## src/rtl/fetch_pkg.sv

```systemverilog
// Shared types and defaults for the instruction fetch buffer.
package fetch_pkg;
  localparam int DEF_DEPTH = 16;
  localparam int DEF_IW    = 8;

  typedef enum logic [1:0] {IDLE, LOAD, RUN, HALT} fetch_state_t;
endpackage

```

## src/rtl/instr_buf_mem.sv

```systemverilog
// DEPTH x IW instruction store: synchronous write, asynchronous read, no reset.
module instr_buf_mem #(
  parameter int DEPTH = 16,
  parameter int IW    = 8,
  parameter int AW    = $clog2(DEPTH)
) (
  input  logic          clk,
  input  logic          we,
  input  logic [AW-1:0] waddr,
  input  logic [IW-1:0] wdata,
  input  logic [AW-1:0] raddr,
  output logic [IW-1:0] rdata
);
  logic [IW-1:0] mem [DEPTH];

  always_ff @(posedge clk) begin
    if (we) mem[waddr] <= wdata;
  end

  assign rdata = mem[raddr];
endmodule

```

## src/rtl/instr_fetch_buf.sv

```systemverilog
// Byte-serial program loader plus fetch sequencer with branch redirect.
// Build option FETCH_LOOP_EN: end-of-program handshake wraps pc to 0 instead of halting.
module instr_fetch_buf
  import fetch_pkg::*;
#(
  parameter int DEPTH = DEF_DEPTH,
  parameter int IW    = DEF_IW,
  localparam int AW   = $clog2(DEPTH)
) (
  input  logic          clk,
  input  logic          rst,
  input  logic          load_start,
  input  logic          load_valid,
  input  logic [IW-1:0] load_data,
  input  logic          load_last,
  input  logic          run,
  output logic [IW-1:0] instr_out,
  output logic          instr_valid,
  input  logic          instr_ready,
  input  logic          branch_valid,
  input  logic [AW-1:0] branch_target,
  output logic [AW-1:0] pc,
  output logic [AW:0]   prog_len,
  output logic          busy,
  output logic          halted
);
  localparam logic [AW:0] LEN_LAST = (AW+1)'(DEPTH - 1);

  fetch_state_t  state;
  logic          wr_en;
  logic [IW-1:0] rdata;
  logic [AW:0]   pc_inc;

  // Writes stop once the buffer is full; a load_valid at prog_len == DEPTH is dropped.
  assign wr_en  = (state == LOAD) && load_valid && !prog_len[AW];
  assign pc_inc = {1'b0, pc} + (AW+1)'(1);

  instr_buf_mem #(.DEPTH(DEPTH), .IW(IW), .AW(AW)) u_mem (
    .clk   (clk),
    .we    (wr_en),
    .waddr (prog_len[AW-1:0]),
    .wdata (load_data),
    .raddr (pc),
    .rdata (rdata)
  );

  always_ff @(posedge clk) begin
    if (rst) begin
      state    <= IDLE;
      pc       <= '0;
      prog_len <= '0;
    end else begin
      case (state)
        IDLE: begin
          if (load_start) begin
            state    <= LOAD;
            prog_len <= '0;
          end else if (run) begin
            if (prog_len != '0) begin
              state <= RUN;
              pc    <= '0;
            end else begin
              state <= HALT;
            end
          end
        end
        LOAD: begin
          if (wr_en) begin
            prog_len <= prog_len + (AW+1)'(1);
            if (load_last || prog_len == LEN_LAST) state <= IDLE;
          end
        end
        RUN: begin
          if (branch_valid) begin
            if ({1'b0, branch_target} < prog_len) pc <= branch_target;
            else                                  state <= HALT;
          end else if (instr_ready) begin
            if (pc_inc == prog_len) begin
`ifdef FETCH_LOOP_EN
              pc <= '0;
`else
              state <= HALT;
`endif
            end else begin
              pc <= pc_inc[AW-1:0];
            end
          end
        end
        HALT: begin
          if (load_start) begin
            state    <= LOAD;
            prog_len <= '0;
          end else if (run && prog_len != '0) begin
            // Re-run is only meaningful with a program present.
            state <= RUN;
            pc    <= '0;
          end
        end
        default: state <= IDLE;
      endcase
    end
  end

  assign instr_valid = (state == RUN);
  assign instr_out   = instr_valid ? rdata : '0;
  assign busy        = (state == LOAD) || (state == RUN);
  assign halted      = (state == HALT);
endmodule
```

## config.mk

```make
export PLATFORM = sky130hd
export DESIGN_NAME = instr_fetch_buf
export DESIGN_NICKNAME = d
export VERILOG_FILES = /design/src/rtl/fetch_pkg.sv /design/src/rtl/instr_buf_mem.sv /design/src/rtl/instr_fetch_buf.sv
export SDC_FILE = /design/constraint.sdc
export NUM_CORES = 1
export LEC_CHECK = 0
export ABC_AREA = 1
export ABC_CLOCK_PERIOD_IN_PS = 1900
export CORE_ASPECT_RATIO = 0.9
export CORE_MARGIN = 1.5
export CORE_UTILIZATION = 49
export DETAILED_ROUTE_END_ITERATION = 8
export PLACE_DENSITY = 0.71
export SLEW_MARGIN = 20
export SYNTH_ARGS = -nofsm -noshare
export SYNTH_HDL_FRONTEND = slang
export SYNTH_SLANG_ARGS = --single-unit
export TNS_END_PERCENT = 50
```

## constraint.sdc

```tcl
create_clock -name clk -period 1.9 [get_ports clk]
set_input_delay 0.38 -clock clk [delete_from_list [all_inputs] [get_ports clk]]
set_output_delay 0.38 -clock clk [all_outputs]
set_load 0.005 [all_outputs]
```

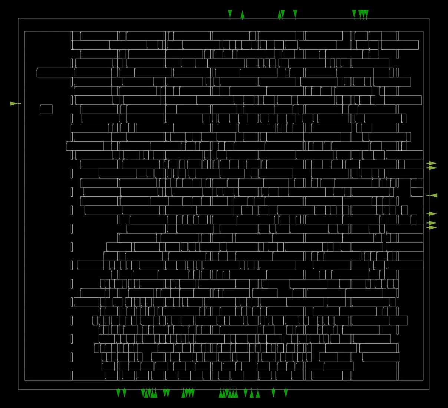
placed.png
fraction of area in registers: 50.0%
final core area utilization: 68.1%

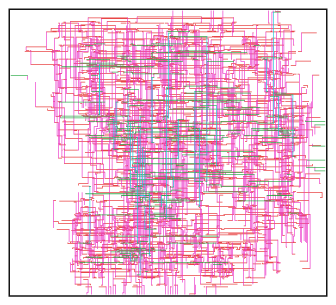
layers.png
legend:
  green:
    layer: M3
    wire_length: 1,720 um
  cyan:
    layer: M4
    wire_length: 643 um
  magenta:
    layer: M2
    wire_length: 8,980 um
  red:
    layer: M1
    wire_length: 7,010 um

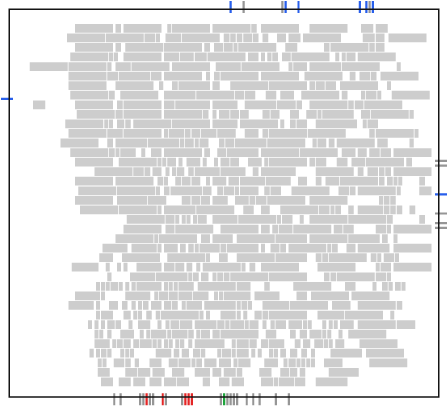
pinout.png
Pins as bars across the die edge, other pins in grey.
legend:
  red:
    port: prog_len
    pins: 5
    direction: output
    edge: south
  green:
    port: instr_ready
    pins: 1
    direction: input
    edge: south
  blue:
    port: load_data
    pins: 8
    direction: input
    edge: 6 north, 1 west, 1 east
count of port buffers added during placement: 39
die height: 110 um
Die X: 122 um

==> CHANGELOG.md <==
## Flow update

- CP bufs+invs: 3
- Number of storage elements in the synthesis netlist: 143
- HPWL after DPL: 10.7 mm
- Fraction of power spent switching nets: 32.9%
- Aoi share: 12.7%
- Starting utilization of the core area: 51.0%
- Chip footprint: 13,400 um2
- End of the worst register-to-register path: u_mem.mem[7][6]$_DFFE_PP_
- Final critical-path setup slack: -0.502 ns
- And+or+nand+nor area frac: 14.0%
- Net count, final: 680
- Clock Tree Root: clkbuf_16
- Unrepaired setup endpoints after global routing: yes
- Net switching component of the power: 3.43 mW
- Worst r2r path cells: 6
- Worst hold stages: 1
- Cell family with the largest share of critical-path delay: AND-OR/OR-AND gates
- Synth async-reset ratio: 0%
- Non-Filler Instances: 820
- Highest Clock Rate: 416 MHz
- Required time of the worst setup path: 1.52 ns
- Final Setup Violations: 8
- Adder Area Share: 2.61%
- Internal power contribution: 6.98 mW
- Post-detailed-route count of antenna-violating nets: 0
- Distinct lib cells used: 31
- Register-to-register setup slack: 0.04 ns
- Result of the run: complete, but fails checks
- Part of the Yosys area used for sequential elements: 66.6%
- Worst hold path class: register to register
- Placement Setup Slack: -0.364 ns
- Met2 routing resource usage after global routing: 44.0%
- Clock tree buffer depth: 2
- Number of buffers created by CTS: 17
- Total tool warning count: 34
- Final Skew: 0.0111 ns
- Fraction of synthesized area in multiplexers: 0%
- Power density over cell area: 1250 nW/um2
- Violated checks: negative setup slack
- Non-clock inverter total of the final layout: 35
- Final-layout fill cell count: 781
- Comb power frac: 31.3%
sequential cells by signal, summed over array words and instances (netlist names), named ones only:
name       cells
prog_len       5
pc             4
state          2
u_mem.mem    128
layout by cell type, fill, tap and decap left out, drive strengths merged, types with 2 or more instances in the layout:
master and n:
nand4 9, dlygate4sd2 2, clkdlybuf4s50 28, clkbuf 19, nor3 4, bufinv 2
ha 13, dfxtp 15, o22ai 9, o221ai 23, clkinv 5, inv 43
nand3 20, edfxtp 128, xor2 2, a21oi 16, buf 78, nor2 103
o211ai 9, o21ai 74, nand2 54
timing repair:
item / in CTS / in global routing
hold buffers: 0 / 0
setup buffers: 15 / 0
cloned: 3 / 2
gates resized: 95 / 28
setup endpoints to repair: 13 / 101
pin swaps: 31 / 16
Power is estimated from default activity; no workload was simulated.
